==> config.mk <==
export PLATFORM = sky130hd
export DESIGN_NAME = hazard_stall_controller_flat
export DESIGN_NICKNAME = d
export VERILOG_FILES = /design/src/rtl/hazard_stall_controller_if.sv /design/src/rtl/hazard_stall_controller.sv /design/src/flat_wrapper.sv
export SDC_FILE = /design/constraint.sdc
export NUM_CORES = 1
export LEC_CHECK = 0
export CORE_AREA = 2 2 46 48
export DETAILED_ROUTE_END_ITERATION = 10
export DIE_AREA = 0 0 48 50
export GPL_TIMING_DRIVEN = 1
export HOLD_SLACK_MARGIN = 0.02
export PLACE_DENSITY = 0.74
export SLEW_MARGIN = 15
export SYNTH_ARGS = -nofsm -noshare
export SYNTH_HDL_FRONTEND = slang
export SYNTH_SLANG_ARGS = --single-unit
==> constraint.sdc <==
create_clock -name clk -period 2.1 [get_ports clk]
set_input_delay 0.315 -clock clk [delete_from_list [all_inputs] [get_ports clk]]
set_output_delay 0.315 -clock clk [all_outputs]
set_load 0.01 [all_outputs]
==> src/rtl/hazard_stall_controller_if.sv <==
// Hazard/stall controller bus: hazard-detection inputs from the ID/EX
// pipeline registers and the pipeline write/flush/hold enables going back.
// Optional macro HAZARD_STATS_EN adds the stall_cycles/flush_count counters.
//   slave  : controller side (hazard inputs in, enables out)
//   master : pipeline side (hazard inputs out, enables in)
interface hazard_stall_controller_if;
  logic [4:0]  rs_ID;
  logic [4:0]  rt_ID;
  logic        uses_rt_ID;
  logic [4:0]  rw_ID_EX;
  logic        mem_read_EX_ctrl;
  logic        md_op_ID;
  logic        md_is_div_ID;
  logic        branch_taken_EX;
  logic        pc_write;
  logic        if_id_write;
  logic        if_id_flush;
  logic        id_ex_bubble;
  logic        ex_hold;
  logic        md_busy;
  logic        md_done;
`ifdef HAZARD_STATS_EN
  logic [15:0] stall_cycles;
  logic [15:0] flush_count;
`endif

  modport slave (
    input  rs_ID, rt_ID, uses_rt_ID, rw_ID_EX, mem_read_EX_ctrl,
           md_op_ID, md_is_div_ID, branch_taken_EX,
    output pc_write, if_id_write, if_id_flush, id_ex_bubble,
           ex_hold, md_busy, md_done
`ifdef HAZARD_STATS_EN
    , output stall_cycles, flush_count
`endif
  );

  modport master (
    output rs_ID, rt_ID, uses_rt_ID, rw_ID_EX, mem_read_EX_ctrl,
           md_op_ID, md_is_div_ID, branch_taken_EX,
    input  pc_write, if_id_write, if_id_flush, id_ex_bubble,
           ex_hold, md_busy, md_done
`ifdef HAZARD_STATS_EN
    , input stall_cycles, flush_count
`endif
  );
endinterface

==> src/rtl/hazard_stall_controller.sv <==
// Pipeline sequencing controller for the 5-stage core. Inserts one-cycle
// load-use bubbles, flushes IF/ID on taken branches and holds EX for the
// full latency of MUL/DIV ops via a two-state FSM with an 8-bit counter.
// Ports:
//   clk   : pipeline clock (rising edge)
//   reset : synchronous, active-high
//   hz    : hazard_stall_controller_if.slave (hazard inputs, enables out)
// Outputs are decoded combinationally from registered state + inputs.
// Optional macro HAZARD_STATS_EN adds stall_cycles / flush_count counters.
module hazard_stall_controller #(
  parameter int unsigned MUL_CYCLES = 4,
  parameter int unsigned DIV_CYCLES = 16
) (
  input  logic                      clk,
  input  logic                      reset,
  hazard_stall_controller_if.slave  hz
);

  localparam int unsigned CNT_W = 8;

  localparam logic [0:0] IDLE   = 1'b0;
  localparam logic [0:0] MD_RUN = 1'b1;

  localparam logic [CNT_W-1:0] MUL_LOAD = CNT_W'(MUL_CYCLES - 2);
  localparam logic [CNT_W-1:0] DIV_LOAD = CNT_W'(DIV_CYCLES - 2);

  logic [0:0]       state_q, state_d;
  logic [CNT_W-1:0] cnt_q, cnt_d;

  logic load_use;
  logic pc_write_c, if_id_write_c, if_id_flush_c, id_ex_bubble_c;
  logic ex_hold_c, md_busy_c, md_done_c;

  // Load in EX writes a register the ID instruction reads; r0 never hazards.
  assign load_use = hz.mem_read_EX_ctrl && (hz.rw_ID_EX != 5'd0) &&
                    ((hz.rw_ID_EX == hz.rs_ID) ||
                     (hz.uses_rt_ID && (hz.rw_ID_EX == hz.rt_ID)));

  // State and cycle counter.
  always_ff @(posedge clk) begin
    if (reset) begin
      state_q <= IDLE;
      cnt_q   <= '0;
    end else begin
      state_q <= state_d;
      cnt_q   <= cnt_d;
    end
  end

  // Next state and output decode.
  always_comb begin
    state_d         = state_q;
    cnt_d           = cnt_q;
    pc_write_c      = 1'b1;
    if_id_write_c   = 1'b1;
    if_id_flush_c   = 1'b0;
    id_ex_bubble_c  = 1'b0;
    ex_hold_c       = 1'b0;
    md_busy_c       = 1'b0;
    md_done_c       = 1'b0;

    case (state_q)
      IDLE: begin
        if (hz.branch_taken_EX) begin
          // ID holds a wrong-path instruction: kill it, ignore its hazards.
          if_id_flush_c  = 1'b1;
          id_ex_bubble_c = 1'b1;
        end else if (load_use) begin
          pc_write_c     = 1'b0;
          if_id_write_c  = 1'b0;
          id_ex_bubble_c = 1'b1;
        end else if (hz.md_op_ID) begin
          // Issue cycle counts as the first EX cycle, run cycles follow.
          cnt_d   = hz.md_is_div_ID ? DIV_LOAD : MUL_LOAD;
          state_d = MD_RUN;
        end
      end
      MD_RUN: begin
        pc_write_c    = 1'b0;
        if_id_write_c = 1'b0;
        ex_hold_c     = 1'b1;
        md_busy_c     = 1'b1;
        if (cnt_q == '0) begin
          md_done_c = 1'b1;
          state_d   = IDLE;
        end else begin
          cnt_d = cnt_q - CNT_W'(1);
        end
      end
      default: begin
        state_d = IDLE;
        cnt_d   = '0;
      end
    endcase

    // Reset forces the idle enable pattern, so an aborted op never signals done.
    if (reset) begin
      pc_write_c     = 1'b1;
      if_id_write_c  = 1'b1;
      if_id_flush_c  = 1'b0;
      id_ex_bubble_c = 1'b0;
      ex_hold_c      = 1'b0;
      md_busy_c      = 1'b0;
      md_done_c      = 1'b0;
    end
  end

  assign hz.pc_write     = pc_write_c;
  assign hz.if_id_write  = if_id_write_c;
  assign hz.if_id_flush  = if_id_flush_c;
  assign hz.id_ex_bubble = id_ex_bubble_c;
  assign hz.ex_hold      = ex_hold_c;
  assign hz.md_busy      = md_busy_c;
  assign hz.md_done      = md_done_c;

`ifdef HAZARD_STATS_EN
  logic [15:0] stall_cycles_q;
  logic [15:0] flush_count_q;

  // Saturating stall and flush event counters.
  always_ff @(posedge clk) begin
    if (reset) begin
      stall_cycles_q <= '0;
      flush_count_q  <= '0;
    end else begin
      if (!pc_write_c && (stall_cycles_q != 16'hFFFF))
        stall_cycles_q <= stall_cycles_q + 16'd1;
      if (if_id_flush_c && (flush_count_q != 16'hFFFF))
        flush_count_q <= flush_count_q + 16'd1;
    end
  end

  assign hz.stall_cycles = stall_cycles_q;
  assign hz.flush_count  = flush_count_q;
`endif

endmodule

==> src/flat_wrapper.sv <==
// flat-port wrapper written by rule: the top's interface ports become plain ports
module hazard_stall_controller_flat 
#(
  parameter int unsigned MUL_CYCLES = 4,
  parameter int unsigned DIV_CYCLES = 16
)
  (clk, reset, hz_rs_ID, hz_rt_ID, hz_uses_rt_ID, hz_rw_ID_EX, hz_mem_read_EX_ctrl, hz_md_op_ID, hz_md_is_div_ID, hz_branch_taken_EX, hz_pc_write, hz_if_id_write, hz_if_id_flush, hz_id_ex_bubble, hz_ex_hold, hz_md_busy, hz_md_done);
  hazard_stall_controller_if hz_i ();
  input  logic clk;
  input  logic reset;
  input wire logic [$bits(hz_i.rs_ID)-1:0] hz_rs_ID;
  input wire logic [$bits(hz_i.rt_ID)-1:0] hz_rt_ID;
  input wire logic [$bits(hz_i.uses_rt_ID)-1:0] hz_uses_rt_ID;
  input wire logic [$bits(hz_i.rw_ID_EX)-1:0] hz_rw_ID_EX;
  input wire logic [$bits(hz_i.mem_read_EX_ctrl)-1:0] hz_mem_read_EX_ctrl;
  input wire logic [$bits(hz_i.md_op_ID)-1:0] hz_md_op_ID;
  input wire logic [$bits(hz_i.md_is_div_ID)-1:0] hz_md_is_div_ID;
  input wire logic [$bits(hz_i.branch_taken_EX)-1:0] hz_branch_taken_EX;
  output wire logic [$bits(hz_i.pc_write)-1:0] hz_pc_write;
  output wire logic [$bits(hz_i.if_id_write)-1:0] hz_if_id_write;
  output wire logic [$bits(hz_i.if_id_flush)-1:0] hz_if_id_flush;
  output wire logic [$bits(hz_i.id_ex_bubble)-1:0] hz_id_ex_bubble;
  output wire logic [$bits(hz_i.ex_hold)-1:0] hz_ex_hold;
  output wire logic [$bits(hz_i.md_busy)-1:0] hz_md_busy;
  output wire logic [$bits(hz_i.md_done)-1:0] hz_md_done;
  assign hz_i.rs_ID = hz_rs_ID;
  assign hz_i.rt_ID = hz_rt_ID;
  assign hz_i.uses_rt_ID = hz_uses_rt_ID;
  assign hz_i.rw_ID_EX = hz_rw_ID_EX;
  assign hz_i.mem_read_EX_ctrl = hz_mem_read_EX_ctrl;
  assign hz_i.md_op_ID = hz_md_op_ID;
  assign hz_i.md_is_div_ID = hz_md_is_div_ID;
  assign hz_i.branch_taken_EX = hz_branch_taken_EX;
  assign hz_pc_write = hz_i.pc_write;
  assign hz_if_id_write = hz_i.if_id_write;
  assign hz_if_id_flush = hz_i.if_id_flush;
  assign hz_id_ex_bubble = hz_i.id_ex_bubble;
  assign hz_ex_hold = hz_i.ex_hold;
  assign hz_md_busy = hz_i.md_busy;
  assign hz_md_done = hz_i.md_done;
  hazard_stall_controller #(.MUL_CYCLES(MUL_CYCLES), .DIV_CYCLES(DIV_CYCLES)) u_core (.clk(clk), .reset(reset), .hz(hz_i));
endmodule
Figure 1. Routed metal per tile.
The bar under the picture is 10 µm long. The die is cut into 10 by 10 equal tiles; dark blue is low, red is high, scaled to the fullest tile. Values are wire area over tile area, all layers added.
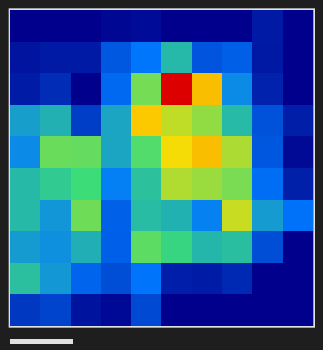
emptiest ninth of the die: top left
nearly empty tiles: 21%
mean over tiles: 0.14

Figure 2. Cell classes on the final placement.
Fill, decap, tap and diode cells in grey.
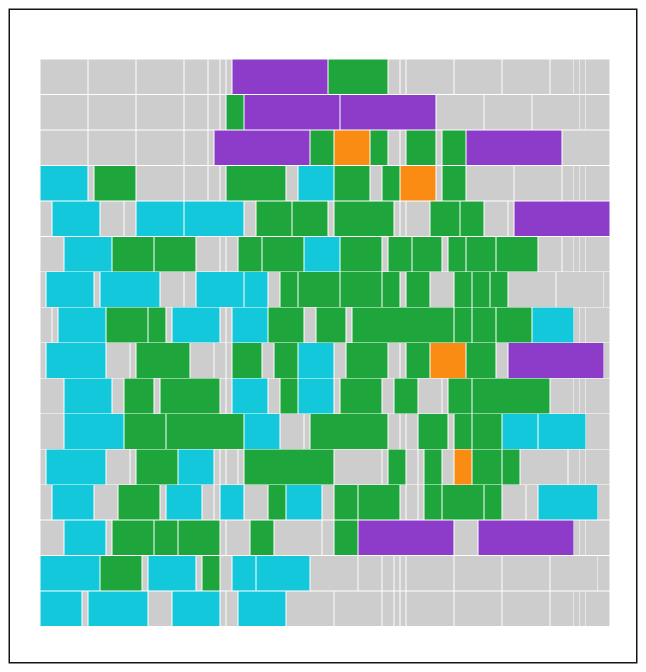
[other buffers and delay cells] cyan | cells: 40
[clock drivers and dummy loads] orange | cells: 4
[all other logic] green | cells: 81
[flops] purple | cells: 9

Figure 3. Clock nets.
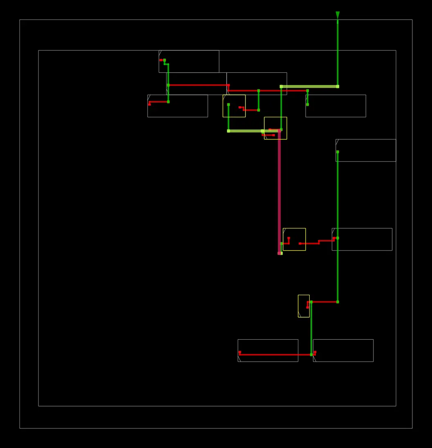
total number of sequential cells: 9
clock sink count: 9
TritonCTS Buffers: 3

Figure 4. Signal wires on met1.
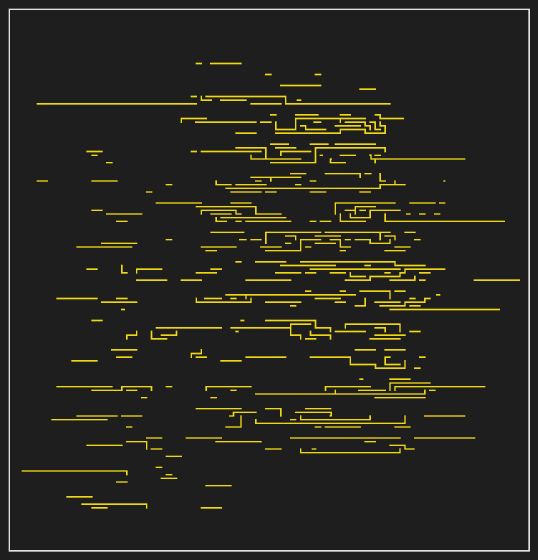
longest straight run: 15.6 µm
wire length on this layer: 737 µm
nets with wire on the layer: 129
share of all routed wire: 36%
main direction: horizontal
Via Count: 874
grt met1 use: 0.213
final WL: 2.03 mm

Figure 5. Metal 3.
The bar under the picture is 10 µm long.
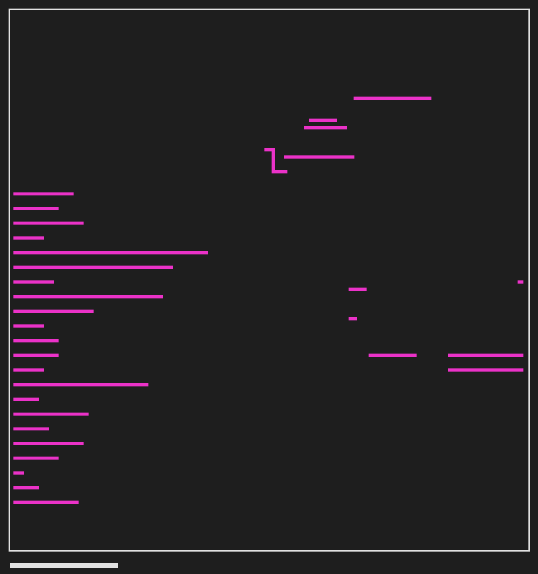
main direction: horizontal
wire length on this layer: 172 µm
longest straight run: 17.7 µm

==> cells in the mapped netlist (3+ instances only) <==
library cell and count:
nor3_1 3, dfxtp_1 9, nor2_1 7, inv_1 6, nand2_1 7, a211oi_1 3
o21ai_0 4, nand3_1 6, a21oi_1 3, xnor2_1 10, a31oi_1 4
==> state kept, by name, summed over array words and instances (netlist names) <==
register and cells:
u_core.cnt_q 8, u_core.state_q 1
==> kinds of logic (layout without fill, tap and decap cells) <==
logic type,Yosys count,count (layout)
and+or+nand+nor,36,36
AOI/OAI and AO/OA,26,26
adders and majority gates,2,2
xor gates and xnor gates,11,11
buffers and inverters,10,50
DFF,9,9
==> power by group through the flow <==
stage / sequential [W] / clock [W] / combinational, W
after CTS: 0.000209 / 0.000135 / 0.000290
after detailed placement: 0.000213 / 0 / 0.000294
after global routing: 0.000212 / 0.000147 / 0.000326
final: 0.000211 / 0.000137 / 0.000294
after global placement: 0.000212 / 0 / 0.000289
after floorplan: 0.000209 / 0 / 0.000186
==> how the worst max path moves through the flow <==
stage	from	to	slack [ns]	cells after the start
floorplan	hz_rw_ID_EX[0]	hz_pc_write	0.18	5
global placement	hz_rw_ID_EX[0]	hz_if_id_write	-0.51	6
detailed placement	hz_rw_ID_EX[0]	hz_pc_write	-0.55	6
CTS	hz_rw_ID_EX[0]	hz_id_ex_bubble	0.02	7
global route	hz_rs_ID[3]	hz_pc_write	-0.02	8
finish	hz_rw_ID_EX[2]	hz_id_ex_bubble	0.03	7
==> timing repair <==
item,CTS,global route
buffers inserted,1,2
hold buffers,0,0
resized,22,12
pin swaps,1,11
endpoints found under the setup margin,4,3
==> final cells by class <==
type	instances	area share
inverter	6	0.0189
clock buffer	4	0.0220
sequential	9	0.151
timing repair buffer	40	0.314
tap	27	0.0283
multi-input combinational	75	0.466
==> impl_metrics.tcl <==
# place-and-route summary
set metrics [dict create \
    seq_power_share 0.329 \
    crit_chain "clkdlybuf4s15_1, or4_4, o21ai_4, buf_4, nand2b_1, a211oi_2, buf_2" \
    coreArea_mm2 0.00190 \
    regArea_um2 180 \
    ff_type "dfxtp_1" \
    dp_cells 154 \
    arrival_ns 1.75 \
    busiest_layer "met2" \
    grt_pass1_wl_mm 3.26 \
    diodes 0 \
    clock_power_share 0.213 \
    grt_pass1_vias 771 \
    ys_sh_xor 0.126 \
    fill_cells 166 \
    preCtsSetupSlack_ns -0.549 \
    edf_count 0 \
    cp.required_ns 1.78 \
    hold_end "u_core.cnt_q[5]" \
    nets 159 \
    num_rows 16 \
    logic_area_um2 556 \
    max_cap_violations 0 \
    drt-pass1-iter-count 4 \
    r2r_end "u_core.cnt_q[7]" \
    cts-htree-levels 1 \
    ios 29 \
    wl_per_cell_um 12.6 \
    start_kind "input pin" \
    hpwlAfterDp_mm 1.58 \
    slowest_stage "or4_4" \
    ys_sh_mux 0 \
    ys_seq_frac 0.236 \
    aoi_share 0.283 \
    die_area_mm2 0.00240 \
    whs_ns 0.507 \
    simple_gate_share 0.264 \
    critical_path.top_delay_family "simple AND/OR/NAND/NOR gates" \
    dpl_cell_area_mm2 0.00112 \
    grt.met2_usage 0.304 \
    switching_share 0.367 \
    layout-drive-gt1-share 0.216 \
    status "complete, no violations" \
    synth_nets 118 \
    end_kind "output pin" \
    syn_area_per_cell_um2 8.13 \
    antenna_found_initial 0 \
    worst_clock_skew_ns 0.00526 \
    hp-start "u_core.cnt_q[5]" \
    r2r_setup_slack_ns 0.29 \
    largest_area_cell "dfxtp_1" \
    tightest_slew_ns 0.340 \
    cpPeakStageDelay_ns 0.57 \
    antenna_left 0 \
    finalNonFillerCells 161 \
    clock_path_buffers 2 \
    layout_top_cells "clkdlybuf4s50_1, buf_4, xnor2_1" \
    ys_seq_elements 9 \
]
Power is estimated from default activity; no workload was simulated.
